==> src/rtl/m_memarb.sv <==
// ---------------------------------------------------------------------------
// m_memarb -- two-port round-robin arbiter in front of a single-port
// 2048x32 memory with combinational read data.
//
// Each access runs IDLE -> ACCESS -> DONE. The winning port's request is
// latched in IDLE. The memory is driven for the single ACCESS cycle. The
// result is registered at the end of ACCESS and shown for the one DONE
// cycle, while the winner's ack is high.
//
// Ports
//   w_clk, w_rst                 clock, asynchronous active-high reset
//   w_req0/1, w_we0/1            request and write enable per port
//   w_addr0/1, w_wdata0/1        byte address and write data per port
//   r_ack0/1                     one-cycle completion pulse per port
//   r_err, r_rdata               access status and read data (valid with ack)
//   w_mem_addr/we/din            memory word address, write enable, data in
//   w_mem_dout                   memory combinational read data
//   r_cnt0/1                     saturating completed-access counters
//   r_busy                       high whenever the FSM is not IDLE
// ---------------------------------------------------------------------------
module m_memarb #(
    parameter int CNT_W = 16
) (
    input  logic             w_clk,
    input  logic             w_rst,
    input  logic             w_req0,
    input  logic             w_we0,
    input  logic [31:0]      w_addr0,
    input  logic [31:0]      w_wdata0,
    input  logic             w_req1,
    input  logic             w_we1,
    input  logic [31:0]      w_addr1,
    input  logic [31:0]      w_wdata1,
    output logic             r_ack0,
    output logic             r_ack1,
    output logic             r_err,
    output logic [31:0]      r_rdata,
    output logic [10:0]      w_mem_addr,
    output logic             w_mem_we,
    output logic [31:0]      w_mem_din,
    input  logic [31:0]      w_mem_dout,
    output logic [CNT_W-1:0] r_cnt0,
    output logic [CNT_W-1:0] r_cnt1,
    output logic             r_busy
);

    typedef enum logic [1:0] {
        IDLE   = 2'd0,
        ACCESS = 2'd1,
        DONE   = 2'd2
    } state_t;

    state_t      r_state;
    state_t      nxt_state;

    logic        r_win;   // port being served (0 or 1)
    logic        r_last;  // port granted most recently
    logic        any_req;
    logic        nxt_win;

    logic        sel_we;
    logic [31:0] sel_addr;
    logic [31:0] sel_wdata;
    logic        acc_err;

    // Round-robin: on a tie the port that did not win last time is served.
    // A lone request wins regardless of history.
    assign any_req = w_req0 | w_req1;
    assign nxt_win = (w_req0 & w_req1) ? ~r_last : w_req1;

    // The winner's address, data and write enable are used live during ACCESS.
    assign sel_we    = r_win ? w_we1    : w_we0;
    assign sel_addr  = r_win ? w_addr1  : w_addr0;
    assign sel_wdata = r_win ? w_wdata1 : w_wdata0;

    // The byte address must be word aligned and fall inside the 8 KiB array.
    assign acc_err = (sel_addr[1:0] != 2'b00) || (sel_addr[31:13] != 19'd0);

    assign r_busy = (r_state != IDLE);

    // NOTE: state registers use non-blocking assignments so that every flop
    // samples the pre-edge values, independent of statement order.
    always_ff @(posedge w_clk or posedge w_rst) begin
        if (w_rst) begin
            r_state <= IDLE;
        end else begin
            r_state <= nxt_state;
        end
    end

    // NOTE: every output of this block gets a default before the case, so no
    // path leaves a signal unassigned and no latch is inferred.
    always_comb begin
        nxt_state  = r_state;
        w_mem_we   = 1'b0;
        w_mem_addr = 11'd0;
        w_mem_din  = 32'd0;
        case (r_state)
            IDLE: begin
                if (any_req) begin
                    nxt_state = ACCESS;
                end
            end
            ACCESS: begin
                nxt_state  = DONE;
                w_mem_addr = sel_addr[12:2];
                w_mem_din  = sel_wdata;
                // Gating with reset drops the write strobe as soon as reset
                // rises, without waiting for the state register to clear.
                w_mem_we   = sel_we & ~acc_err & ~w_rst;
            end
            DONE: begin
                nxt_state = IDLE;
            end
            default: begin
                nxt_state = IDLE;
            end
        endcase
    end

    always_ff @(posedge w_clk or posedge w_rst) begin
        if (w_rst) begin
            r_win   <= 1'b0;
            r_last  <= 1'b1;   // port 0 wins the first tie after reset
            r_ack0  <= 1'b0;
            r_ack1  <= 1'b0;
            r_err   <= 1'b0;
            r_rdata <= 32'd0;
            r_cnt0  <= '0;
            r_cnt1  <= '0;
        end else begin
            case (r_state)
                IDLE: begin
                    if (any_req) begin
                        r_win  <= nxt_win;
                        r_last <= nxt_win;
                    end
                end
                ACCESS: begin
                    r_rdata <= (!sel_we && !acc_err) ? w_mem_dout : 32'd0;
                    r_err   <= acc_err;
                    if (r_win) begin
                        r_ack1 <= 1'b1;
                        if (r_cnt1 != '1) begin
                            r_cnt1 <= r_cnt1 + CNT_W'(1);
                        end
                    end else begin
                        r_ack0 <= 1'b1;
                        if (r_cnt0 != '1) begin
                            r_cnt0 <= r_cnt0 + CNT_W'(1);
                        end
                    end
                end
                DONE: begin
                    r_ack0 <= 1'b0;
                    r_ack1 <= 1'b0;
                end
                default: begin
                    r_ack0 <= 1'b0;
                    r_ack1 <= 1'b0;
                end
            endcase
        end
    end

endmodule

==> config.mk <==
export PLATFORM = sky130hd
export DESIGN_NAME = m_memarb
export DESIGN_NICKNAME = d
export VERILOG_FILES = /design/src/rtl/m_memarb.sv
export SDC_FILE = /design/constraint.sdc
export NUM_CORES = 1
export LEC_CHECK = 0
export CAP_MARGIN = 30
export CELL_PAD_IN_SITES_DETAIL_PLACEMENT = 0
export CELL_PAD_IN_SITES_GLOBAL_PLACEMENT = 2
export CORE_ASPECT_RATIO = 0.6
export CORE_MARGIN = 3
export CORE_UTILIZATION = 20
export CTS_BUF_LIST = sky130_fd_sc_hd__clkbuf_8
export CTS_CLUSTER_SIZE = 20
export DETAILED_ROUTE_END_ITERATION = 16
export PLACE_DENSITY_LB_ADDON = 0.1
export RECOVER_POWER = 50
export SYNTH_ARGS = -nofsm -noshare
export SYNTH_HDL_FRONTEND = slang
export SYNTH_SLANG_ARGS = --single-unit
==> constraint.sdc <==
create_clock -name w_clk -period 2.8 [get_ports w_clk]
set_input_delay 0.42 -clock w_clk [delete_from_list [all_inputs] [get_ports w_clk]]
set_output_delay 0.42 -clock w_clk [all_outputs]
set_load 0.01 [all_outputs]
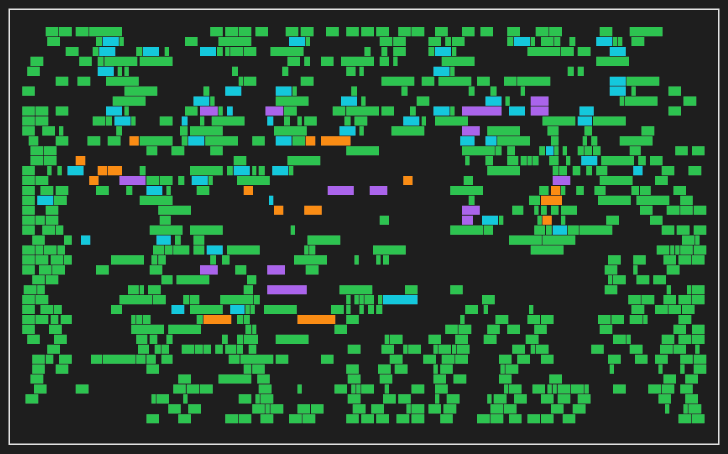
sizes.png
Purple shows _6 and larger, cells 15, share 2.1%, most used clkbuf_8. Cyan shows _2 cells, cells 51, share 7.2%, most used o31ai_2. Orange shows _3 and _4 cells, cells 16, share 2.2%, most used buf_4. Green shows _0 and _1 cells, cells 630, share 88%, most used clkdlybuf4s50_1.

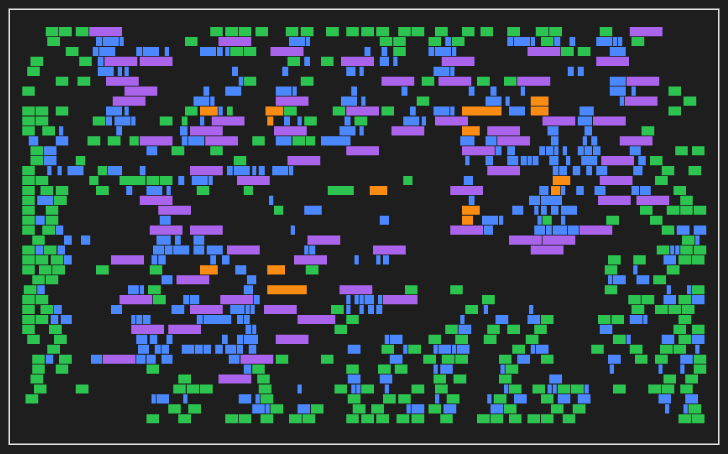
placement_by_type.png
Blue shows combinational and other logic, cells 337, share of their area 32%. Orange shows clock drivers and dummy loads, cells 15, share of their area 3.0%. Green shows other buffers and delay cells, cells 289, share of their area 40%. Purple shows flops, cells 71, share of their area 25%.
Core Area: 0.0204 mm²
Finished Core Util: 0.371
fraction of area in registers: 0.235

==> results.cfg <==
; implementation run metrics
[clocking]
insertion_delay_ns = 0.36
post_cts_resized = 1
cts-root-buf = clkbuf_8
postCtsHoldBufs = 0

[worst_hold_path]
hp-start = r_rdata[23]$_DFFE_PP0P_

[run_status]
status = finished with violations
violations = capacitance limit, slew limit

[yosys]
ys_cells = 437
edf_count = 0
ys_area_mm2 = 0.00424
ys.flops = 71
yosysTopAreaCellShare = 0.413
synth_area_mm2 = 0.00424
top_cells_by_area = dfrtp_1 (41%), mux2i_1 (10%), o31ai_2 (8.8%)
synth_dominant_cell_count = dfrtp_1
ys.warnings.count = 0

[worst_setup_path]
r2r_start = r_state[1]$_DFFE_PP0P_
crit_type = in -> out
cp-startpoint = w_addr1[0]
crit_family = simple AND/OR/NAND/NOR gates
crit_buf_inv = 3
critical_path_required_ns = 2.38

[place]
dp_cells = 970
io_buffers = 277

[sta]
slew_violations = 72
worst_slew_pin_slew_ns = 1.70
slew_headroom = -0.133
fin_skew_ns = 0.00961
tns_ns = 0

[layout]
comb_area_mm2 = 0.00232
fillers = 2040

[job]
maxCapViolCount = 1
warning_count = 26

[drt]
ant_nets = 0
drc = 0
routed_wl_um = 17900

[die]
die_area_mm2 = 0.0230
die_y_um = 119
die_w_um = 194
rows = 40

[global_routing]
grt_max_degree = 72
grt_pass1_wl_um = 27600
first_global_vias = 4608
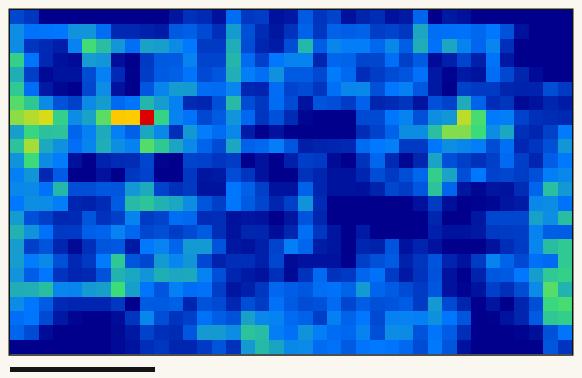
metal_density.png
Scale bar: 50 µm. The die is cut into 39 by 24 equal tiles; dark blue is low, red is high, scaled to the fullest tile. Values are wire area over tile area, all layers added.
1.8% of the tiles are over half the peak. The fullest tile reaches 0.73. The emptiest ninth of the die: center. The mean over all tiles is 0.13. 13% of the tiles are nearly empty.
Via Count: 4497
WL/cell: 18.1 µm
GRT Util Overall: 0.153

[cell usage in the layout, fill, tap and decap left out, types with 6 or more instances in the layout]
cell,synthesis,final
clkdlybuf4s50_1,0,226
dfrtp_1,70,69
nor2_1,56,55
dlygate4sd3_1,0,50
nand3_1,44,44
mux2i_1,44,43
nand2_1,42,42
o31ai_2,30,30
nand4_1,16,16
nor4_1,11,11
xnor2_1,10,10
clkbuf_8,0,10
xor2_1,9,9
nor3_1,9,9
buf_4,0,9
mux2_2,6,6
a21oi_1,6,6
[power by group]
group | switching, mW | leakage, nW | total [mW] | internal [mW]
logic | 1.16 | 2.09 | 2.30 | 1.13
registers | 0.176 | 0.959 | 1.32 | 1.15
clock network | 0.417 | 0.109 | 0.940 | 0.523
total | 1.76 | 3.15 | 4.56 | 2.80
[sequential cells by signal (all words and copies together), names as in the netlist]
name / cells
r_rdata: 32
r_cnt0: 16
r_cnt1: 16
r_state: 2
r_ack0: 1
r_ack1: 1
r_err: 1
r_last: 1
r_win: 1
[path summary, 6_finish.rpt]
path	end	slack, ns	cells after the start
setup reg to reg	r_cnt0[13]$_DFFE_PP0P_	0.63	6
setup / recovery	w_mem_we	0.20	7
hold reg to reg	r_rdata[23]$_DFFE_PP0P_	0.48	2
hold / removal	r_rdata[23]$_DFFE_PP0P_	0.48	2
max in group asynchronous	r_win$_DFFE_PP0P_	0.52	3
min in group asynchronous	r_rdata[13]$_DFFE_PP0P_	1.07	3
[per-layer routing]
layer | track usage | vias to the layer above | wire (µm)
met5 | 0 | - | 14
met4 | 0.0242 | 2 | 123
met3 | 0.0615 | 13 | 1560
met2 | 0.234 | 176 | 8090
met1 | 0.207 | 2175 | 8100
li1 | - | 2131 | -
[final cells by class]
type | instances | share of cell area
Clock inverter | 5 | 0.0107
Tap cell | 273 | 0.0451
Clock buffer | 10 | 0.0182
Inverter | 6 | 0.00297
Sequential cell | 71 | 0.235
Timing Repair Buffer | 289 | 0.380
Multi-Input combinational cell | 331 | 0.307
Antenna cell | 1 | 0.000331
[tightest hold or removal path, delay by kind of cell, from the launching register on]
| family | cells | cell delay [ns] |
|---|---|---|
| flip-flops | 1 | 0.34 |
| AND/OR/NAND/NOR | 1 | 0.06 |
| AND-OR/OR-AND | 1 | 0.05 |
[kinds of logic (layout without fill, tap and decap cells)]
logic type | count (synthesis) | after routing | synth area share
DFF | 71 | 71 | 0.419
AOI/OAI and AO/OA | 55 | 55 | 0.129
and+or+nand+nor | 204 | 204 | 0.245
muxes | 51 | 51 | 0.122
xor gates and xnor gates | 19 | 19 | 0.0392
buffers and inverters | 35 | 310 | 0.0398
adders and majority gates | 2 | 2 | 0.00590
other | 0 | 1 | 0
[stage by stage]
| stage | hold slack [ns] | setup slack, ns | power, mW | util | cell area (µm²) |
|---|---|---|---|---|---|
| floorplan | 0.451 | 0.585 | 2.44 | - | 4240 |
| global placement | 0.468 | -0.286 | 3.69 | 0.361 | 7370 |
| detailed placement | 0.475 | -0.287 | 3.71 | 0.361 | 7370 |
| CTS | 0.493 | 0.0137 | 4.68 | 0.372 | 7590 |
| global route | 0.501 | 0.0587 | 4.87 | 0.371 | 7570 |
| finish | 0.480 | 0.201 | 4.56 | 0.371 | 7570 |
No activity file was given, so power comes from the tool's default toggle rates.
